==> src/rtl/jt7759_seq.sv <==
// Phrase sequencer for a uPD7759-style ADPCM player: walks the pointer table and command stream, feeds nibbles to the decoder.
// Define JT7759_REPEAT_EN to enable the 11xxxrrr repeat command; otherwise it ends the phrase like 8'h00.
module jt7759_seq (
    input  logic        rst,
    input  logic        clk,
    input  logic        cen4,
    input  logic        cendec,
    input  logic        start,
    input  logic [7:0]  phrase,
    output logic        busy,
    output logic        rom_cs,
    output logic [16:0] rom_addr,
    input  logic [7:0]  rom_data,
    input  logic        rom_ok,
    output logic [5:0]  divby,
    output logic        dec_rst,
    output logic [3:0]  nibble,
    output logic        nib_ok,
    output logic        done
);

    typedef enum logic [2:0] {
        IDLE, PTR_HI, PTR_LO, CMD, LEN, PLAY, SILENCE, END
    } state_t;

    state_t      state, nxt;
    logic [7:0]  ptr_hi;
    logic [7:0]  data_buf;
    logic        buf_ok;
    logic        low_half;
    logic [8:0]  nib_cnt;
    logic [9:0]  sil_cnt;
    logic        rd_done;
    logic        tick;
    logic        fetch_req;
`ifdef JT7759_REPEAT_EN
    logic [16:0] mark;
    logic        rep_act;
    logic [2:0]  rep_cnt;
`endif

    assign rd_done   = rom_cs & rom_ok;
    assign tick      = (state == PLAY) & cendec & buf_ok;
    assign fetch_req = (state == PTR_HI) | (state == PTR_LO) | (state == CMD) |
                       (state == LEN) | ((state == PLAY) & ~buf_ok);

    always_ff @(posedge clk) begin
        if (rst) state <= IDLE;
        else     state <= nxt;
    end

    always_comb begin
        nxt     = state;
        busy    = (state != IDLE);
        done    = (state == END);
        dec_rst = (state == IDLE) | (state == PTR_HI) | (state == PTR_LO) | (state == SILENCE);
        nib_ok  = tick;
        nibble  = 4'd0;
        if (tick) nibble = low_half ? data_buf[3:0] : data_buf[7:4];
        case (state)
            IDLE:    if (start) nxt = PTR_HI;
            PTR_HI:  if (rd_done) nxt = PTR_LO;
            PTR_LO:  if (rd_done) nxt = CMD;
            CMD: begin
                if (rd_done) begin
                    case (rom_data[7:6])
                        2'b00:   nxt = (rom_data[5:0] == 6'd0) ? END : SILENCE;
                        2'b01:   nxt = PLAY;
                        2'b10:   nxt = LEN;
`ifdef JT7759_REPEAT_EN
                        default: nxt = CMD;
`else
                        default: nxt = END;
`endif
                    endcase
                end
            end
            LEN:     if (rd_done) nxt = PLAY;
            PLAY:    if (tick && nib_cnt == 9'd1) nxt = CMD;
            SILENCE: if (cen4 && sil_cnt <= 10'd1) nxt = CMD;
            END:     nxt = IDLE;
            default: nxt = IDLE;
        endcase
    end

    // One read in flight at most: rom_cs rises only when idle and drops right after rom_ok.
    always_ff @(posedge clk) begin
        if (rst) begin
            rom_cs   <= 1'b0;
            rom_addr <= 17'd0;
            divby    <= 6'd0;
            ptr_hi   <= 8'd0;
            data_buf <= 8'd0;
            buf_ok   <= 1'b0;
            low_half <= 1'b0;
            nib_cnt  <= 9'd0;
            sil_cnt  <= 10'd0;
`ifdef JT7759_REPEAT_EN
            mark     <= 17'd0;
            rep_act  <= 1'b0;
            rep_cnt  <= 3'd0;
`endif
        end else begin
            if (rd_done)                 rom_cs <= 1'b0;
            else if (fetch_req && !rom_cs) rom_cs <= 1'b1;

            case (state)
                IDLE: begin
                    if (start) begin
                        rom_addr <= {8'd0, phrase, 1'b0};
`ifdef JT7759_REPEAT_EN
                        rep_act  <= 1'b0;
                        rep_cnt  <= 3'd0;
`endif
                    end
                end
                PTR_HI: begin
                    if (rd_done) begin
                        ptr_hi   <= rom_data;
                        rom_addr <= rom_addr + 17'd1;
                    end
                end
                PTR_LO: begin
                    if (rd_done) begin
                        rom_addr <= {1'b0, ptr_hi, rom_data};
`ifdef JT7759_REPEAT_EN
                        mark     <= {1'b0, ptr_hi, rom_data};
`endif
                    end
                end
                CMD: begin
                    if (rd_done) begin
                        rom_addr <= rom_addr + 17'd1;
                        buf_ok   <= 1'b0;
                        low_half <= 1'b0;
                        case (rom_data[7:6])
                            2'b00: sil_cnt <= {rom_data[5:0], 4'd0};
                            2'b01: begin
                                divby   <= rom_data[5:0];
                                nib_cnt <= 9'd256;
                            end
                            2'b10: divby <= rom_data[5:0];
`ifdef JT7759_REPEAT_EN
                            2'b11: begin
                                if (rep_act && rep_cnt == 3'd0) begin
                                    rep_act <= 1'b0;
                                end else begin
                                    rom_addr <= mark;
                                    rep_act  <= 1'b1;
                                    rep_cnt  <= rep_act ? rep_cnt - 3'd1 : rom_data[2:0];
                                end
                            end
`endif
                            default: ;
                        endcase
                    end
                end
                LEN: begin
                    if (rd_done) begin
                        rom_addr <= rom_addr + 17'd1;
                        nib_cnt  <= {1'b0, rom_data} + 9'd1;
                    end
                end
                PLAY: begin
                    if (rd_done) begin
                        rom_addr <= rom_addr + 17'd1;
                        data_buf <= rom_data;
                        buf_ok   <= 1'b1;
                        low_half <= 1'b0;
                    end
                    // A leftover low nibble of an odd-length block is dropped with the byte.
                    if (tick) begin
                        nib_cnt <= nib_cnt - 9'd1;
                        if (low_half || nib_cnt == 9'd1) buf_ok   <= 1'b0;
                        else                             low_half <= 1'b1;
                    end
                end
                SILENCE: begin
                    if (cen4 && sil_cnt != 10'd0) sil_cnt <= sil_cnt - 10'd1;
                end
                default: ;
            endcase
        end
    end

endmodule

==> config.mk <==
export PLATFORM = sky130hd
export DESIGN_NAME = jt7759_seq
export DESIGN_NICKNAME = d
export VERILOG_FILES = /design/src/rtl/jt7759_seq.sv
export SDC_FILE = /design/constraint.sdc
export NUM_CORES = 1
export LEC_CHECK = 0
export CAP_MARGIN = 20
export CORE_ASPECT_RATIO = 0.75
export CORE_MARGIN = 2
export CORE_UTILIZATION = 45
export CTS_CLUSTER_SIZE = 30
export DETAILED_ROUTE_END_ITERATION = 8
export GPL_ROUTABILITY_DRIVEN = 0
export HOLD_SLACK_MARGIN = 0.06
export PLACE_DENSITY = 0.68
export SETUP_SLACK_MARGIN = 0.02
export SLEW_MARGIN = 5
export SYNTH_ARGS = -nofsm -noshare
export SYNTH_HDL_FRONTEND = slang
export SYNTH_SLANG_ARGS = --single-unit
==> constraint.sdc <==
create_clock -name clk -period 6.6 [get_ports clk]
set_input_delay 1.65 -clock clk [delete_from_list [all_inputs] [get_ports clk]]
set_output_delay 1.65 -clock clk [all_outputs]
set_load 0.03 [all_outputs]
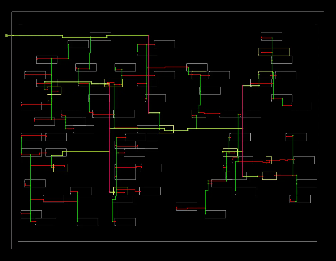
*Clock routing, run 1*
TritonCTS Buffers: 9
final clock skew: 10.8 ps
Sink Count: 64

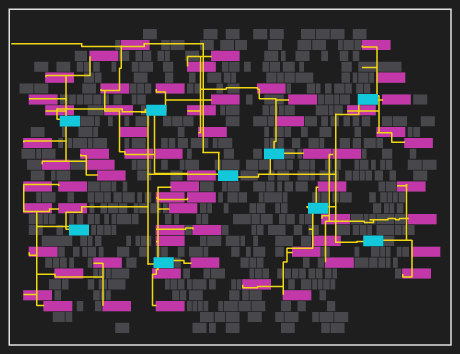
*Clock network drawn from the DEF, run 1*
Scale: 4 px per um.
Cyan stands for clock drivers, count 9. Yellow stands for clock wires, length 908 um. Magenta stands for flip-flops, count 64.
There are 10 routed clock nets.

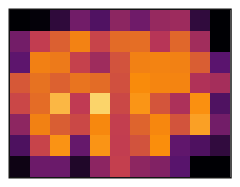
*Placement density heat map, run 1*
Scale: 2 px per um. The die is cut into 11 by 8 equal tiles; black is low, pale yellow is high, 0 to 100% covered.
6.8% of the tiles are nearly empty. The fullest tile reaches 91%. The emptiest ninth of the die: bottom right. 9.1% of the tiles are over 75% full. The mean over all tiles is 48%.

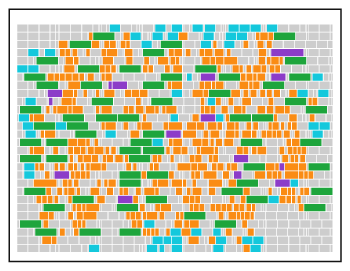
*Placement by cell class, run 1*
Scale: 3 px per um. Fill, decap, tap and diode cells in gray.
Green stands for sequential cells, cells 64, share of their area 29%. Purple stands for clock drivers and dummy loads, cells 15, share of their area 4.3%. Cyan stands for remaining buffers and delay cells, cells 60, share of their area 13%. Orange stands for combinational and other logic, cells 399, share of their area 53%.

## run 1: power by group through the flow
stage	Combinational, mW	Clock, mW	Sequential, mW
CTS	0.163	0.342	0.417
global route	0.181	0.356	0.419
floorplan	0.0996	0	0.429
global placement	0.160	0	0.425
detailed placement	0.162	0	0.425
finish	0.165	0.335	0.417
## run 1: tightest hold or removal path, delay by kind of cell (launching register included)
family         cells  cell delay [ps]
flip-flops         1              310
AND-OR/OR-AND      2              120
## run 1: final timing paths
check	end	slack, ps
setup / recovery	nib_ok	1670
hold / removal	data_buf[6]	480
setup reg to reg	sil_cnt[1]	3790
hold reg to reg	data_buf[6]	480
## run 1: area by class of cell
type | count | area (sq um) | share of cell area (%)
multi-input cells | 385 | 2290 | 50.7
flip-flops and latches | 64 | 1280 | 28.3
repair buffers | 60 | 576 | 12.7
clock buffers | 12 | 145 | 3.21
well taps | 105 | 131 | 2.91
inverters | 14 | 52.6 | 1.16
clock inverters | 3 | 42.5 | 0.941
## run 1: per-stage QoR
| step | setup slack, ps | util, % | total power, mW | std cells |
|---|---|---|---|---|
| 6_report | 1670 | 56.3 | 0.918 | 643 |
| 5_1_grt | 1560 | 56.3 | 0.957 | 643 |
| 4_1_cts | 1670 | 56.1 | 0.921 | 640 |
| 3_5_place_dp | 1670 | 53.8 | 0.587 | 625 |
| 3_3_place_gp | 1680 | 53.8 | 0.585 | 625 |
| 2_1_floorplan | 2650 | - | 0.529 | 503 |
## run 1: cells in the mapped netlist (all sizes together), types with 5 or more instances
cell,n
nor3,16
a32o,5
nand2,43
o211ai,5
o21ai,46
ha,10
or3,8
a21oi,65
nor2,55
nor4,5
and3,6
clkbuf,28
a31oi,6
nand3,13
a211oi,6
nand4,7
inv,14
buf,12
and2,7
mux2i,16
dfxtp,64
==> impl_table.tex, run 1 <==
% Yosys + OpenROAD metrics
\begin{tabular}{lr}
\hline
Metric & Value \\
\hline
\multicolumn{2}{l}{\textbf{Critical path}} \\
\quad Cell type with the highest occurrence count on the critical path & clkdlybuf4s50\_1 \\
\quad Required time of the critical path & 4950 ps \\
\quad Delay of the slowest cell on the worst path & 710 ps \\
\quad Reg2Reg Launch Point & state[2] \\
\quad Critical Path Fanout Max & 6 \\
\quad Length in cells of the worst reg-to-reg path & 5 \\
\quad Series of cell instances along the critical path & clkdlybuf4s50\_1 > nand4\_1 > inv\_1 > clkdlybuf4s50\_1 \\
\quad Crit path DAT & 3280 ps \\
\multicolumn{2}{l}{\textbf{Timing}} \\
\quad Final setup violation count & 0 \\
\quad Least-Margin Pin Slew & 969 ps \\
\quad Hold WS & 478 ps \\
\quad Part of the cycle the worst path needs & 74.7\% \\
\quad Post-route minimum period & 4930 ps \\
\quad Worst relative slew slack & 35.3\% \\
\multicolumn{2}{l}{\textbf{Synth}} \\
\quad Complex Gates by Area & 26.7\% \\
\quad Share of synthesized cell area in full adder, half adder and majority cells & 3.29\% \\
\quad Mean cell area of the mapped netlist & 7.55 sq um \\
\quad Async SR Flop Fraction & 0\% \\
\quad Comb area leader & AND-OR/OR-AND gates \\
\quad Number of distinct library cells after synthesis & 57 \\
\quad Synthesized area & 3800 sq um \\
\quad Register bit count reported by yosys & 64 \\
\quad Synth Warn \# & 0 \\
\quad Synthesized netlist cell count & 503 \\
\quad Number of enable-type register cells in the synthesized netlist & 0 \\
\quad Post-Synth Simple-Gate Area & 24.3\% \\
\quad Post-synth top area share & 33.7\% \\
\quad Cell types with the largest area share after synthesis & dfxtp\_1, a21oi\_1, o21ai\_0, nor2\_1, nand2\_1 \\
\multicolumn{2}{l}{\textbf{GRT}} \\
\quad Fraction of met1 tracks used by global routing & 34.4\% \\
\quad Vias in the first global route & 3673 \\
\quad Antenna violations before repair & 0 \\
\quad Layer with the highest usage after global routing & met2 \\
\quad Total global-route track usage & 24.7\% \\
\quad Met3 usage in global routing & 7.81\% \\
\multicolumn{2}{l}{\textbf{Floorplan}} \\
\quad Die extent in x & 110 um \\
\quad Row cnt & 28 \\
\quad Effective utilization at floorplan & 47.3\% \\
\quad Placeable core region & 8020 sq um \\
\quad Vert. Die Dim & 83.6 um \\
\multicolumn{2}{l}{\textbf{Placed design}} \\
\quad IO buf count & 53 \\
\quad Final HPWL from detailed placement & 7330 um \\
\multicolumn{2}{l}{\textbf{Detailed routing}} \\
\quad Number of remaining DRC errors & 0 \\
\quad Routed via count divided by cell count & 6.05 \\
\quad Met2 Wirelength & 4880 um \\
\quad First-pass iteration count of the detailed router & 5 \\
\quad Number of nets with antenna violations after detailed routing & 0 \\
\quad Avg WL per Cell & 17.1 um \\
\multicolumn{2}{l}{\textbf{Power and ir drop}} \\
\quad Static Leakage & 1.68 nW \\
\quad Switching power summed over all nets & 0.275 mW \\
\quad Share of power burned in registers & 45.5\% \\
\quad Power density over the cells & 203 nW/um\^{}2 \\
\quad Cell-internal power & 0.643 mW \\
\multicolumn{2}{l}{\textbf{Clocking}} \\
\quad CTS HTree Levels & 3 \\
\quad Number of buffers added for setup after CTS & 0 \\
\quad Clk Latency, worst-skew pair & 350 ps \\
\quad TritonCTS clock tree & built \\
\multicolumn{2}{l}{\textbf{Final layout}} \\
\quad Registers with the most flip-flops & rom\_addr (17), sil\_cnt (10), nib\_cnt (9) \\
\quad Count of inserted antenna diode cells & 0 \\
\multicolumn{2}{l}{\textbf{Status}} \\
\quad Run status & completed \\
\multicolumn{2}{l}{\textbf{Run}} \\
\quad Max capacitance violation total & 0 \\
\multicolumn{2}{l}{\textbf{Min path}} \\
\quad Worst hold path startpoint & data\_buf[6] \\
\hline
\end{tabular}
## Run 2: what changed since run 1
--- a/config.mk
+++ b/config.mk
@@ -13,7 +13,7 @@
 export DETAILED_ROUTE_END_ITERATION = 8
 export GPL_ROUTABILITY_DRIVEN = 0
 export HOLD_SLACK_MARGIN = 0.06
-export PLACE_DENSITY = 0.68
+export PLACE_DENSITY = 0.71
 export SETUP_SLACK_MARGIN = 0.02
 export SLEW_MARGIN = 5
 export SYNTH_ARGS = -nofsm -noshare
==> constraint.sdc (replaced) <==
create_clock -name clk -period 4.4 [get_ports clk]
set_input_delay 1.1 -clock clk [delete_from_list [all_inputs] [get_ports clk]]
set_output_delay 1.1 -clock clk [all_outputs]
set_load 0.03 [all_outputs]
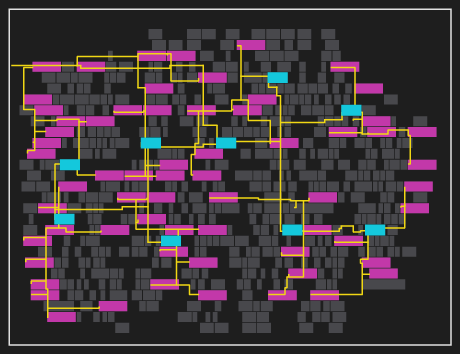
*Clock network drawn from the DEF, run 2*
Scale: 4 px per um.
Yellow stands for clock wires, length 850 um. Magenta stands for flip-flops, count 64. Cyan stands for clock drivers, count 9.
Position of the flops: all over the die.

==> run 2 against run 1 <==
Effect of this change:
- via count down 0.80%
- combinational power up 58%
- final cell count up 0.47%
- area after synthesis unchanged
- critical path depth unchanged
- critical endpoint unchanged
- final area up 0.86%
- highest routed layer unchanged
- die area unchanged
- total power up 54%
- clock power up about 60%
- clock skew down 3.2 ps
- register-to-register slack worse by 2000 ps
- worst hold slack better by 1.0 ps
- largest cell class unchanged
==> impl_table.tex, run 2 <==
% Yosys + OpenROAD metrics
\begin{tabular}{lr}
\hline
Metric & Value \\
\hline
\multicolumn{2}{l}{\textbf{Synth}} \\
\quad Synth Warn \# & 0 (unchanged) \\
\quad Post-synth top area share & 33.7\% (unchanged) \\
\quad Number of distinct library cells after synthesis & 57 (unchanged) \\
\quad Number of enable-type register cells in the synthesized netlist & 0 (unchanged) \\
\quad Async SR Flop Fraction & 0\% (unchanged) \\
\quad Synthesized area & 3800 sq um (unchanged) \\
\quad Comb area leader & AND-OR/OR-AND gates (unchanged) \\
\quad Top cells by count, synth & dfxtp\_1, a21oi\_1, nor2\_1 (unchanged) \\
\quad Share of synthesized cell area in full adder, half adder and majority cells & 3.29\% (unchanged) \\
\quad Mean cell area of the mapped netlist & 7.55 sq um (unchanged) \\
\quad Synthesized netlist cell count & 503 (unchanged) \\
\multicolumn{2}{l}{\textbf{Critical path}} \\
\quad Reg-to-Reg End & sil\_cnt[1] (unchanged) \\
\quad Required time of the critical path & 3300 ps (was 4950 ps) \\
\quad Setup crit end & nib\_ok (unchanged) \\
\quad Reg2Reg Launch Point & state[1] (was state[2]) \\
\quad Length in cells of the worst reg-to-reg path & 5 (unchanged) \\
\quad Critical Path Fanout Max & 6 (unchanged) \\
\quad Crit path DAT & 2710 ps (was 3280 ps) \\
\multicolumn{2}{l}{\textbf{Power and ir drop}} \\
\quad Static Leakage & 1.70 nW (was 1.68 nW) \\
\quad Design Power & 1.41 mW (was 0.918 mW) \\
\quad Power density over the cells & 310 nW/um\^{}2 (was 203 nW/um\^{}2) \\
\multicolumn{2}{l}{\textbf{GRT}} \\
\quad Fraction of met1 tracks used by global routing & 34.3\% (was 34.4\%) \\
\quad Layer with the highest usage after global routing & met2 (unchanged) \\
\quad Antenna violations before repair & 0 (unchanged) \\
\quad Vias in the first global route & 3661 (was 3673) \\
\multicolumn{2}{l}{\textbf{Run}} \\
\quad Max capacitance violation total & 0 (unchanged) \\
\multicolumn{2}{l}{\textbf{Placed design}} \\
\quad IO buf count & 53 (unchanged) \\
\quad Cell Count Post-Placement & 629 (was 625) \\
\multicolumn{2}{l}{\textbf{Timing}} \\
\quad Final setup violation count & 0 (unchanged) \\
\quad Post-route minimum period & 3810 ps \\
\quad Least-Margin Pin Slew & 862 ps (was 969 ps) \\
\quad Final critical-path setup slack & 589 ps (was 1670 ps) \\
\quad Worst relative slew slack & 42.6\% (was 35.3\%) \\
\multicolumn{2}{l}{\textbf{Final layout}} \\
\quad Count of inserted antenna diode cells & 0 (unchanged) \\
\quad Registers with the most flip-flops & rom\_addr (17), sil\_cnt (10), nib\_cnt (9) (unchanged) \\
\quad Non-filler cells in the finished layout & 646 (was 643) \\
\multicolumn{2}{l}{\textbf{Clocking}} \\
\quad Number of buffers added for setup after CTS & 0 (unchanged) \\
\quad Sink Count & 64 (unchanged) \\
\quad TritonCTS clock tree & built (unchanged) \\
\quad Clk Latency, worst-skew pair & 350 ps (about the same) \\
\quad TritonCTS Buffers & 9 (unchanged) \\
\multicolumn{2}{l}{\textbf{Floorplan}} \\
\quad Placeable core region & 8020 sq um (unchanged) \\
\quad Row cnt & 28 (unchanged) \\
\quad Die extent in x & 110 um (unchanged) \\
\quad Effective utilization at floorplan & 47.3\% (unchanged) \\
\quad Vert. Die Dim & 83.6 um (unchanged) \\
\multicolumn{2}{l}{\textbf{Detailed routing}} \\
\quad Number of nets with antenna violations after detailed routing & 0 (unchanged) \\
\quad Number of remaining DRC errors & 0 (unchanged) \\
\quad First-pass iteration count of the detailed router & 5 (unchanged) \\
\multicolumn{2}{l}{\textbf{Status}} \\
\quad Run status & completed (unchanged) \\
\hline
\end{tabular}
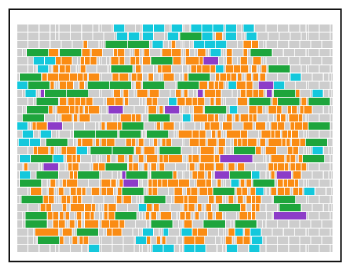
*Placement by cell class, run 2*
Scale: 3 px per um. Fill, decap, tap and diode cells in gray.
Orange stands for combinational and other logic, cells 399, share of their area 53%. Green stands for sequential cells, cells 64, share of their area 29%. Purple stands for clock drivers and dummy loads, cells 15, share of their area 4.5%. Cyan stands for remaining buffers and delay cells, cells 63, share of their area 14%.

[run 2: cell counts after synthesis]
Identical to the previous run, type by type.
[run 2: final cells by class]
cell class                 count  area, sq um  area share (%)
multi-input combinational    385         2290            50.3
sequential                    64         1280            28.1
timing repair buffer          63          601            13.2
clock buffer                  11          131            2.88
tap                          105          131            2.88
clock inverter                 4         70.1            1.54
inverter                      14         52.6            1.15
[run 2: metrics by stage]
stage / util [%] / area, sq um / hold WS, ps
2_1_floorplan: - / 3800 / 453
4_1_cts: 56.6 / 4540 / 480
3_3_place_gp: 54.1 / 4340 / 460
3_5_place_dp: 54.1 / 4340 / 470
5_1_grt: 56.8 / 4560 / 504
6_report: 56.8 / 4560 / 479
[run 2: routing by layer]
| metal | part of all wire (%) | up-vias | wire length, um |
|---|---|---|---|
| li1 | - | 1893 | - |
| met1 | 47 | 1808 | 5040 |
| met2 | 45 | 140 | 4820 |
| met3 | 7.1 | 15 | 760 |
| met4 | 1.1 | 0 | 115 |
| met5 | 0 | - | 0 |
[run 2: worst min-delay path by stage]
stage / slack (ps) / start / to
after floorplan: 450 / data_buf[7] / data_buf[7]
after global placement: 460 / data_buf[1] / data_buf[1]
after detailed placement: 470 / data_buf[1] / data_buf[1]
after CTS: 480 / data_buf[1] / data_buf[1]
after global routing: 500 / data_buf[2] / data_buf[2]
final: 480 / data_buf[1] / data_buf[1]
[run 2: critical path, cell delays in order]
cell             delay (ps)
clkdlybuf4s50_1         460
nand4_1                 240
inv_1                   220
clkdlybuf4s50_1         690
[run 2: power by group]
group	total (mW)	internal (mW)	switching [mW]
clock	0.536	0.314	0.222
sequential	0.615	0.594	0.0206
combinational	0.261	0.0981	0.163
Power and IR drop assume default switching activity.
